$ cat src/rtl/seq_alu_pkg.sv
// Shared encodings for the sequential arithmetic unit.
package seq_alu_pkg;

  typedef enum logic [1:0] {
    OP_ADD = 2'd0,
    OP_SUB = 2'd1,
    OP_MUL = 2'd2,
    OP_DIV = 2'd3
  } op_e;

  typedef enum logic [1:0] {
    S_IDLE,
    S_RUN,
    S_DONE
  } state_e;

endpackage

$ cat src/rtl/seq_alu_iter.sv
// Iterative mul/div datapath: shift-add multiply and restoring divide.
module seq_alu_iter #(
  parameter int WIDTH = 4
) (
  input  logic               clk,
  input  logic               rst,
  input  logic               load_i,
  input  logic               en_i,
  input  logic               div_i,
  input  logic [WIDTH-1:0]   a_i,
  input  logic [WIDTH-1:0]   b_i,
  output logic [2*WIDTH-1:0] acc_nxt_o
);

  // Upper half: accumulator (mul) or partial remainder (div).
  // Lower half: multiplier bits (mul) or dividend-in / quotient-out bits (div).
  logic [2*WIDTH-1:0] acc_q, acc_d, iter_d;
  logic [WIDTH:0]     sum, shifted;

  always_comb begin
    sum     = {1'b0, acc_q[2*WIDTH-1:WIDTH]} + (acc_q[0] ? {1'b0, b_i} : '0);
    shifted = {acc_q[2*WIDTH-1:WIDTH], acc_q[WIDTH-1]};
    if (div_i) begin
      if (shifted >= {1'b0, b_i}) begin
        iter_d = {WIDTH'(shifted - {1'b0, b_i}), acc_q[WIDTH-2:0], 1'b1};
      end else begin
        iter_d = {shifted[WIDTH-1:0], acc_q[WIDTH-2:0], 1'b0};
      end
    end else begin
      iter_d = {sum, acc_q[WIDTH-1:1]};
    end

    acc_d = acc_q;
    if (load_i) begin
      acc_d = {{WIDTH{1'b0}}, a_i};
    end else if (en_i) begin
      acc_d = iter_d;
    end
  end

  always_ff @(posedge clk or posedge rst) begin
    if (rst) begin
      acc_q <= '0;
    end else begin
      acc_q <= acc_d;
    end
  end

  assign acc_nxt_o = acc_d;

endmodule

$ cat src/rtl/seq_alu.sv
// Clocked add/sub/mul/div unit with start/busy/done handshake and registered result.
module seq_alu
  import seq_alu_pkg::*;
#(
  parameter int WIDTH = 4
) (
  input  logic               clk,
  input  logic               rst,
  input  logic               start,
  input  logic [1:0]         op,
  input  logic [WIDTH-1:0]   x,
  input  logic [WIDTH-1:0]   y,
  output logic               busy,
  output logic               done,
  output logic [2*WIDTH-1:0] result,
  output logic               flag
);

  localparam int CNT_W = $clog2(WIDTH + 1);

  state_e             state_q, state_d;
  op_e                op_q, op_d;
  logic [CNT_W-1:0]   cnt_q, cnt_d;
  logic [WIDTH-1:0]   y_q, y_d;
  logic [2*WIDTH-1:0] result_q, result_d;
  logic               flag_q, flag_d;
  logic               busy_q, busy_d;
  logic               done_q, done_d;

  logic               load, en;
  logic [WIDTH:0]     add_w, sub_w;
  logic [2*WIDTH-1:0] iter_nxt;

  seq_alu_iter #(.WIDTH(WIDTH)) u_iter (
    .clk       (clk),
    .rst       (rst),
    .load_i    (load),
    .en_i      (en),
    .div_i     (op_q == OP_DIV),
    .a_i       (x),
    .b_i       (y_q),
    .acc_nxt_o (iter_nxt)
  );

  always_comb begin
    add_w    = {1'b0, x} + {1'b0, y};
    sub_w    = {1'b0, x} - {1'b0, y};
    state_d  = state_q;
    op_d     = op_q;
    cnt_d    = cnt_q;
    y_d      = y_q;
    result_d = result_q;
    flag_d   = flag_q;
    load     = 1'b0;
    en       = 1'b0;

    unique case (state_q)
      S_IDLE: begin
        if (start) begin
          op_d = op_e'(op);
          y_d  = y;
          case (op_e'(op))
            OP_ADD: begin
              result_d = {{WIDTH{1'b0}}, add_w[WIDTH-1:0]};
              flag_d   = add_w[WIDTH];
              state_d  = S_DONE;
            end
            OP_SUB: begin
              result_d = {{WIDTH{1'b0}}, sub_w[WIDTH-1:0]};
              flag_d   = sub_w[WIDTH];
              state_d  = S_DONE;
            end
            OP_MUL: begin
              load    = 1'b1;
              cnt_d   = CNT_W'(WIDTH);
              state_d = S_RUN;
            end
            OP_DIV: begin
              if (y == '0) begin
                result_d = {x, {WIDTH{1'b1}}};
                flag_d   = 1'b1;
                state_d  = S_DONE;
              end else begin
                load    = 1'b1;
                cnt_d   = CNT_W'(WIDTH);
                state_d = S_RUN;
              end
            end
            default: ;
          endcase
        end
      end
      S_RUN: begin
        en    = 1'b1;
        cnt_d = cnt_q - CNT_W'(1);
        // Final iteration: capture the datapath's next value on the same edge.
        if (cnt_q == CNT_W'(1)) begin
          state_d  = S_DONE;
          result_d = iter_nxt;
          flag_d   = (op_q == OP_MUL) && (|iter_nxt[2*WIDTH-1:WIDTH]);
        end
      end
      S_DONE:  state_d = S_IDLE;
      default: state_d = S_IDLE;
    endcase

    busy_d = (state_d == S_RUN);
    done_d = (state_d == S_DONE);
  end

  always_ff @(posedge clk or posedge rst) begin
    if (rst) begin
      state_q  <= S_IDLE;
      op_q     <= OP_ADD;
      cnt_q    <= '0;
      y_q      <= '0;
      result_q <= '0;
      flag_q   <= 1'b0;
      busy_q   <= 1'b0;
      done_q   <= 1'b0;
    end else begin
      state_q  <= state_d;
      op_q     <= op_d;
      cnt_q    <= cnt_d;
      y_q      <= y_d;
      result_q <= result_d;
      flag_q   <= flag_d;
      busy_q   <= busy_d;
      done_q   <= done_d;
    end
  end

  assign busy   = busy_q;
  assign done   = done_q;
  assign result = result_q;
  assign flag   = flag_q;

endmodule
$ cat config.mk
export PLATFORM = sky130hd
export DESIGN_NAME = seq_alu
export DESIGN_NICKNAME = d
export VERILOG_FILES = /design/src/rtl/seq_alu_pkg.sv /design/src/rtl/seq_alu_iter.sv /design/src/rtl/seq_alu.sv
export SDC_FILE = /design/constraint.sdc
export NUM_CORES = 1
export LEC_CHECK = 0
export CAP_MARGIN = 30
export CORE_ASPECT_RATIO = 0.7
export CORE_MARGIN = 4
export CORE_UTILIZATION = 45
export CTS_CLUSTER_SIZE = 8
export DETAILED_ROUTE_END_ITERATION = 7
export MAX_ROUTING_LAYER = met4
export PLACE_DENSITY = 0.69
export REMOVE_ABC_BUFFERS = 1
export SYNTH_ARGS = -nofsm -noshare
export SYNTH_HDL_FRONTEND = slang
export SYNTH_SLANG_ARGS = --single-unit
$ cat constraint.sdc
create_clock -name clk -period 2.35 [get_ports clk]
set_clock_uncertainty 0.1 [all_clocks]
set_input_delay 0.47 -clock clk [delete_from_list [all_inputs] [get_ports clk]]
set_output_delay 0.47 -clock clk [all_outputs]
set_load 0.01 [all_outputs]
floorplan.png
Bar = 20 µm. Pins as bars on the die edge. Tap cells in grey.
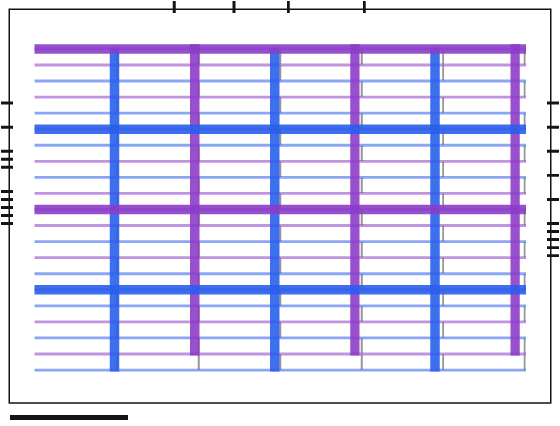
- blue: VSS
- purple: VDD
- met5 straps: 4
- rows: 20
- met1 rails: 21

class_map.png
Bar = 20 µm.
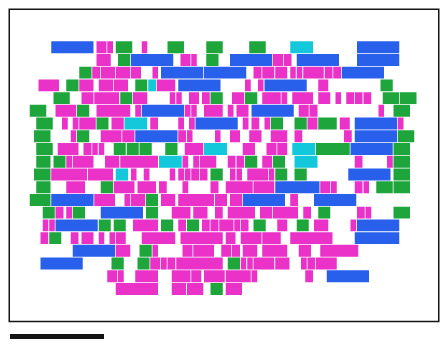
- blue: registers (cells 30; share of their area 25%)
- green: remaining buffers and delay cells (cells 67; share of their area 19%)
- cyan: clock drivers and dummy loads (cells 8; share of their area 3.2%)
- magenta: remaining logic cells (cells 202; share of their area 52%)

==> out/metrics.yaml <==
logic_synthesis:
  synth_cell_types: 48
  yosys_warnings: 0
  yosys_area_um2: 2190
  top_cell: "dfrtp_1"
  compound_area_share_pct: 24.2
  synthTopCellsByArea: "dfrtp_1, ha_1, a21oi_1"
  yosys-stat-cells: 243
  ys_sh_simple_pct: 15.6
  top_cell_area_share_pct: 34.2
  synth.logic.top_family: "AND-OR/OR-AND gates"
  fa_ha_area_share_pct: 13.9
  synth_top_flop_cell: "dfrtp_1"
pwr:
  powerDensity_nw_per_um2: 1350
  p_leak_uw: 0.00136
  ir_drop_uv: 626
setup_path:
  cp-start-kind: "flop"
  cpMaxStageDelayCell: "dfrtp_1"
  crit_type: "flop to flop"
  cp.required_ps: 2400
  reg2reg_slack_ps: -30
  r2r-end: "flag"
  cp.arrival_ps: 2430
  reg2reg_from: "y_q[0]"
  crit_start: "y_q[0]"
timing:
  whs_ps: 418
  fin_setup_tns_ps: -33.7
  drv_slew: 0
  finalSetupViolations: 1
  worst_pin_slew_ps: 416
  fmax_ghz: 0.420
  worst_slack_ps: -33.7
placement:
  portBuffers: 23
  placed_area_um2: 2770
  dp.cells: 362
status:
  status: "finished with violations"
  violations: "setup timing"
final_layout:
  syn_to_final_growth_pct: 38.8
  flop-count: 30
  sh_seq_area_pct: 24.7
  num-nets-final: 341
  comb.multi_input.count: 178
  buffers: 67
  layout.nonclk_buf_share_pct: 18.9
  layout_top_cell: "buf_4"
  stdcell_count: 373
  drive_above_1_share_pct: 29.3
  regArea_um2: 753
  num_antenna_cells: 0
job:
  log.warning_count: 32
  cap_violations: 0
routing:
  routedWlPerCell_um: 15.3
  drcViolationCount: 0
  drt_pass1_iterations: 4
  vias: 1981
  wirelength_um: 5710
die:
  die_x_um: 91.5
  design.portCount: 24
  num_rows: 20
  fp_util_pct: 48.5
  core_area_um2: 4530
clock_tree:
  cts_hold_buffers: 0
  cts-root-buf: "clkbuf_8"
  worstSkewPairLatency_ps: 280
grt:
  grt_pass1_wl_um: 9720
[metal layers]
metal / track usage (%) / wire (µm)
met5: - / 0
met4: 4.89 / 38
met3: 4.78 / 410
met2: 32.0 / 2420
met1: 28.8 / 2840
[state kept, by name, indices dropped and copies added, names as in the netlist]
signal        cells
u_iter.acc_q      8
busy              1
result            8
flag              1
op_q              2
done              1
cnt_q             3
state_q           2
y_q               4
[worst max-delay path: cells and delay by family, from the launching register on]
family,cells,cell delay [ps]
compound gates,6,1060
simple gates,1,180
flops,1,410
fa+ha+maj,2,500
[report_power, final]
part | leakage (µW) | switching (µW) | internal, µW
combinational | 0.000955 | 1350 | 1350
sequential | 0.000358 | 208 | 767
clock | 0.0000472 | 203 | 235
[timing repair]
action,CTS,global route
pin swaps,5,9
gates resized,16,20
setup endpoints to repair,4,8
buffers inserted,2,1
Power figures rest on the tool's default switching activity, not on a simulated workload.
